===== src/rtl/arb_req_pkg.sv =====
// Shared types and default sizing for the arbitration requester agent.
package arb_req_pkg;

  typedef enum logic [1:0] {
    StIdle,
    StActive,
    StDone
  } state_e;

  localparam int unsigned DATA_W_DEF   = 8;
  localparam int unsigned LEN_W_DEF    = 4;
  localparam int unsigned CNT_W_DEF    = 16;
  localparam int unsigned MAX_WAIT_DEF = 32;

endpackage


===== src/rtl/arb_requester_agent_watchdog.sv =====
// Starvation watchdog: counts consecutive request-without-grant cycles and
// raises a sticky flag when the limit is reached.
module arb_wait_watchdog
  import arb_req_pkg::*;
#(
  parameter int unsigned MAX_WAIT = MAX_WAIT_DEF
) (
  input  logic i_clk,
  input  logic i_rst,
  input  logic i_req,
  input  logic i_gnt,
  input  logic i_clr,
  input  logic i_active,
  output logic o_starve_err
);

  localparam int unsigned WAIT_W = $clog2(MAX_WAIT);
  localparam logic [WAIT_W-1:0] WAIT_LAST = WAIT_W'(MAX_WAIT - 1);

  logic [WAIT_W-1:0] r_wait_cnt;
  logic              r_starve_err;
  logic              w_waiting;
  logic              w_hit;

  assign w_waiting    = i_req & ~i_gnt;
  assign w_hit        = w_waiting & (r_wait_cnt == WAIT_LAST);
  assign o_starve_err = r_starve_err;

  always_ff @(posedge i_clk) begin
    if (i_rst) begin
      r_wait_cnt   <= '0;
      r_starve_err <= 1'b0;
    end else begin
      // Counter parks at the limit so a long stall keeps re-asserting the flag.
      if (!i_active || i_gnt) begin
        r_wait_cnt <= '0;
      end else if (w_waiting && (r_wait_cnt != WAIT_LAST)) begin
        r_wait_cnt <= r_wait_cnt + 1'b1;
      end
      if (w_hit) begin
        r_starve_err <= 1'b1;
      end else if (i_clr) begin
        r_starve_err <= 1'b0;
      end
    end
  end

endmodule


===== src/rtl/arb_requester_agent.sv =====
// Client end of a REQ/GNT round-robin arbiter: moves a burst of write beats
// onto the shared bus only in granted cycles, with error and beat reporting.
module arb_requester_agent
  import arb_req_pkg::*;
#(
  parameter int unsigned DATA_W   = DATA_W_DEF,
  parameter int unsigned LEN_W    = LEN_W_DEF,
  parameter int unsigned MAX_WAIT = MAX_WAIT_DEF,
  parameter int unsigned CNT_W    = CNT_W_DEF
) (
  input  logic              i_clk,
  input  logic              i_rst,
  input  logic              i_cmd_valid,
  output logic              o_cmd_ready,
  input  logic [LEN_W-1:0]  i_cmd_len,
  input  logic              i_wr_valid,
  output logic              o_wr_ready,
  input  logic [DATA_W-1:0] i_wr_data,
  output logic              o_req,
  input  logic              i_gnt,
  output logic              o_bus_valid,
  output logic [DATA_W-1:0] o_bus_data,
  output logic              o_bus_last,
  output logic              o_done,
  output logic              o_starve_err,
  output logic              o_proto_err,
  input  logic              i_err_clr,
  output logic [CNT_W-1:0]  o_beat_total
);

  state_e             r_state;
  logic [LEN_W-1:0]   r_len;
  logic [LEN_W-1:0]   r_beat_idx;
  logic [CNT_W-1:0]   r_beat_total;
  logic               r_proto_err;
  logic               w_active;
  logic               w_fire;
  logic               w_last;

  assign w_active = (r_state == StActive);
  assign w_fire   = w_active & i_gnt & i_wr_valid;
  assign w_last   = w_fire & (r_beat_idx == r_len);

  // gnt is a register output in the arbiter, so req may depend on it.
  assign o_req        = w_active & ~w_last;
  assign o_bus_valid  = w_fire;
  assign o_wr_ready   = w_fire;
  assign o_bus_data   = w_fire ? i_wr_data : '0;
  assign o_bus_last   = w_last;
  assign o_cmd_ready  = (r_state == StIdle);
  assign o_done       = (r_state == StDone);
  assign o_proto_err  = r_proto_err;
  assign o_beat_total = r_beat_total;

  always_ff @(posedge i_clk) begin
    if (i_rst) begin
      r_state    <= StIdle;
      r_len      <= '0;
      r_beat_idx <= '0;
    end else begin
      unique case (r_state)
        StIdle: begin
          if (i_cmd_valid) begin
            r_len      <= i_cmd_len;
            r_beat_idx <= '0;
            r_state    <= StActive;
          end
        end
        StActive: begin
          if (w_fire) r_beat_idx <= r_beat_idx + 1'b1;
          if (w_last) r_state <= StDone;
        end
        StDone:  r_state <= StIdle;
        default: r_state <= StIdle;
      endcase
    end
  end

  // A grant in the DONE cycle is arbiter lag, so only IDLE grants are errors.
  always_ff @(posedge i_clk) begin
    if (i_rst) begin
      r_proto_err  <= 1'b0;
      r_beat_total <= '0;
    end else begin
      if ((r_state == StIdle) && i_gnt) begin
        r_proto_err <= 1'b1;
      end else if (i_err_clr) begin
        r_proto_err <= 1'b0;
      end
      if (w_fire && (r_beat_total != '1)) begin
        r_beat_total <= r_beat_total + 1'b1;
      end
    end
  end

  arb_wait_watchdog #(
    .MAX_WAIT (MAX_WAIT)
  ) u_watchdog (
    .i_clk        (i_clk),
    .i_rst        (i_rst),
    .i_req        (o_req),
    .i_gnt        (i_gnt),
    .i_clr        (i_err_clr),
    .i_active     (w_active),
    .o_starve_err (o_starve_err)
  );

endmodule


===== config.mk =====
export PLATFORM = sky130hd
export DESIGN_NAME = arb_requester_agent
export DESIGN_NICKNAME = d
export VERILOG_FILES = /design/src/rtl/arb_req_pkg.sv /design/src/rtl/arb_requester_agent_watchdog.sv /design/src/rtl/arb_requester_agent.sv
export SDC_FILE = /design/constraint.sdc
export NUM_CORES = 1
export LEC_CHECK = 0
export CAP_MARGIN = 20
export CORE_MARGIN = 2
export CORE_UTILIZATION = 42
export CTS_CLUSTER_DIAMETER = 120
export DETAILED_ROUTE_END_ITERATION = 16
export PLACE_DENSITY = 0.8
export SYNTH_ARGS = -nofsm -noshare
export SYNTH_HDL_FRONTEND = slang
export SYNTH_SLANG_ARGS = --single-unit

===== constraint.sdc =====
create_clock -name i_clk -period 1.8 [get_ports i_clk]
set_input_delay 0.45 -clock i_clk [delete_from_list [all_inputs] [get_ports i_clk]]
set_output_delay 0.45 -clock i_clk [all_outputs]
set_load 0.03 [all_outputs]

==> impl_metrics.json <==
{
  "outcome": "finished with violations",
  "failed_checks": "setup timing",
  "overflow": 0,
  "post-place-cells": 302,
  "total_power_mw": 1.56,
  "path_buffers": 4,
  "r2r_slack_ns": 0.02,
  "io-pin-count": 50,
  "cp-end-kind": "output port",
  "routabilityCongestion": 0.729,
  "finalWorstSetupSlack_ns": -0.0350,
  "switchingPower_mw": 0.388,
  "syn_area_mm2": 0.00164,
  "ys_seq_share_pct": 40.4,
  "tritoncts": "built",
  "maxCapViolations": 0,
  "grt_max_degree": 13,
  "layout-drive-gt1-share_pct": 35.6,
  "pwr-share-clk_pct": 37.3,
  "finalHoldViolCount": 0,
  "dp_hpwl_um": 2960,
  "first_pass_iters": 4,
  "setup_viol_count_final": 8,
  "viasPerCell": 5.48,
  "power.share.combinational_pct": 14.3,
  "wl_per_cell_um": 14.8,
  "synthDistinctLibCells": 38,
  "instances_no_fill": 318,
  "critical_path.slowest_cell": "dfxtp_2",
  "clockRootBuffer": "clkbuf_8",
  "ys_cells": 190,
  "crit_path_max_fanout": 5,
  "p_seq_share_pct": 48.4,
  "start_kind": "flop",
  "hold_class": "flop to flop",
  "routed_wl_um": 4700,
  "syn-num-nets": 212,
  "lay_top_cells": "buf_4 (25), a21oi_1 (20), buf_6 (19)",
  "rsz0062_at_grt": "true",
  "nets": 291,
  "drv_slew": 0,
  "postCtsHoldBufs": 0,
  "cts_max_path_buffers": 2,
  "p_leak_nw": 1.14,
  "crit_family": "buffers and inverters",
  "grt.total_usage_pct": 21.3,
  "relSlewSlack_pct": 70.2,
  "swShare_pct": 24.9,
  "vias": 1744,
  "layout_top_cell": "buf_4"
}
-- per-stage QoR --
step	setup slack [ns]	instance area, µm²	utilization (%)	setup TNS, ns
final	-0.0350	2640	71.1	-0.217
after global routing	-0.0826	2640	71.1	-0.826
after CTS	-0.211	2520	67.7	-0.333
after detailed placement	-0.698	2320	62.5	-12.84
after global placement	-0.668	2320	62.5	-12.05
after floorplan	-0.0610	1660	-	-0.349
-- power groups by stage --
stage	Sequential [mW]	Combinational [mW]	Clock [mW]
final	0.753	0.223	0.580
after detailed placement	0.766	0.192	0
after global placement	0.765	0.188	0
after CTS	0.750	0.211	0.587
after global routing	0.753	0.238	0.632
after floorplan	0.771	0.0841	0
-- worst min-delay path, stage by stage, from the launching register on --
cell and delay [ns]:
dfxtp_2 0.32, nand2_1 0.05, a21oi_1 0.05
-- cell usage after synthesis, types with 3 or more instances --
master / n / area share [%]
clkbuf_1: 7 / 1.6
inv_1: 5 / 1.1
ha_1: 4 / 3.1
dfxtp_1: 33 / 40
nand3_1: 6 / 1.8
o31ai_1: 8 / 3.7
mux2_2: 3 / 2.1
xnor2_1: 6 / 3.2
nand2_1: 16 / 3.7
xor2_1: 4 / 2.1
or3_1: 5 / 1.9
and2_1: 9 / 3.4
or4_1: 7 / 3.2
o21ai_0: 4 / 1.2
a21oi_1: 20 / 6.1
nand4_1: 5 / 1.9
nor2_1: 12 / 2.8
nor2b_1: 5 / 1.9
nor3_1: 7 / 2.1
-- flip-flops by register name, indices dropped and copies added, names as in the netlist --
name,flops
o_proto_err,1
o_beat_total,16
u_watchdog.r_wait_cnt,5
r_beat_idx,4
r_state,2
r_len,4
u_watchdog.o_starve_err,1
-- worst paths after layout --
check	startpoint	to	cells past startpoint
worst max register to register	o_beat_total[7]	o_beat_total[0]	6
worst min-delay path	r_len[0]	r_len[0]	2
worst min register to register	r_len[0]	r_len[0]	2
worst max-delay path	r_state[1]	o_bus_data[6]	6
-- routing by layer --
metal | up-vias | routed length [µm] | GRT usage, %
met1 | 827 | 1940 | 24.8
met2 | 64 | 2380 | 36.0
met5 | - | 0 | 0
met4 | 0 | 121 | 9.69
li1 | 839 | - | -
met3 | 14 | 261 | 5.79
-- cell type report --
type                            instances  area [µm²]  share of cell area [%]
Sequential cell                        33         684                    25.9
Tap cell                               48        60.1                    2.27
Clock buffer                            8        90.1                    3.41
Timing Repair Buffer                   81         756                    28.6
Inverter                                5        23.8                   0.900
Multi-Input combinational cell        143        1030                    38.9
-- what timing repair did --
action	CTS	global route
hold endpoints to repair	0	0
gates resized	54	38
setup buffers	4	2
pin swaps	8	11
gates cloned	1	1
setup endpoints to repair	40	27
-- cells by family (layout without fill, tap and decap cells) --
| kind of cell | count (synthesis) | in the layout | synth area share, % |
|---|---|---|---|
| fa+ha+maj | 4 | 4 | 3.06 |
| simple gates | 88 | 89 | 31.8 |
| mux | 5 | 5 | 3.29 |
| compound gates | 35 | 35 | 12.3 |
| buf+inv | 15 | 94 | 3.83 |
| flops | 33 | 33 | 40.4 |
| xor+xnor | 10 | 10 | 5.36 |
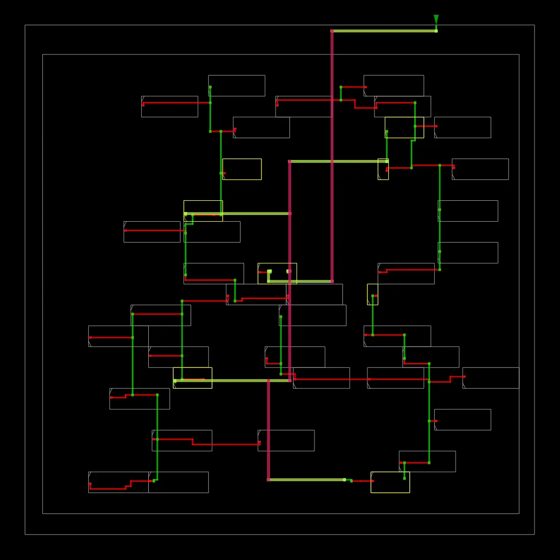
*Clock routing*
Num Clock Sinks: 33
Worst Skew: 0.00309 ns
Late-Pin Clk Latency: 0.29 ns
Flops: 33
CTS buffer count: 5

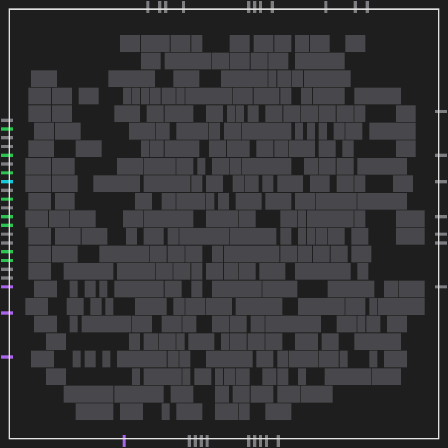
*Ports around the boundary*
Pins as bars across the die edge, other pins in gray.
[o_wr_ready] cyan | pins: 1 | direction: output | edge: left
[o_bus_data] green | pins: 8 | direction: output | edge: left
[i_cmd_len] purple | pins: 4 | direction: input | edge: 3 left, 1 bottom
Die Width: 66.4 µm
input/output buffers: 49
Die Y: 66.4 µm

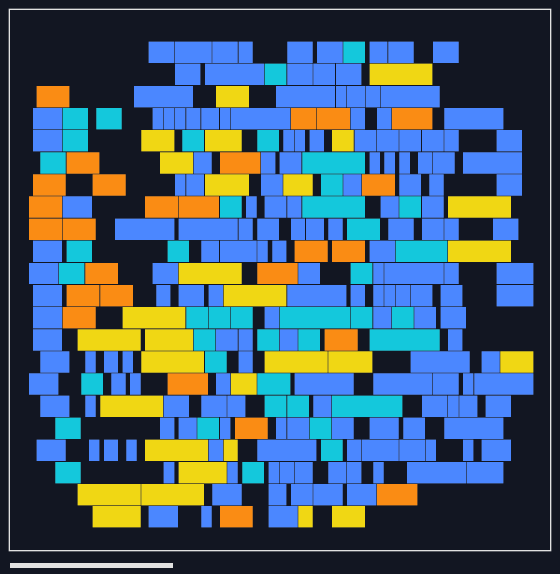
*Sizing map*
Scale bar: 20 µm.
[drive 1 or less] blue | cells: 174 | share: 64%
[drive 6 and up] orange | cells: 26 | share: 9.6%
[drive 3 to 4] cyan | cells: 41 | share: 15%
[drive 2] yellow | cells: 29 | share: 11%
area delta synth->final: 61.6%
design area: 0.00264 mm²
Buffers, non-clock: 81
slack of the critical path: -0.0350 ns

Power and IR drop assume default switching activity.
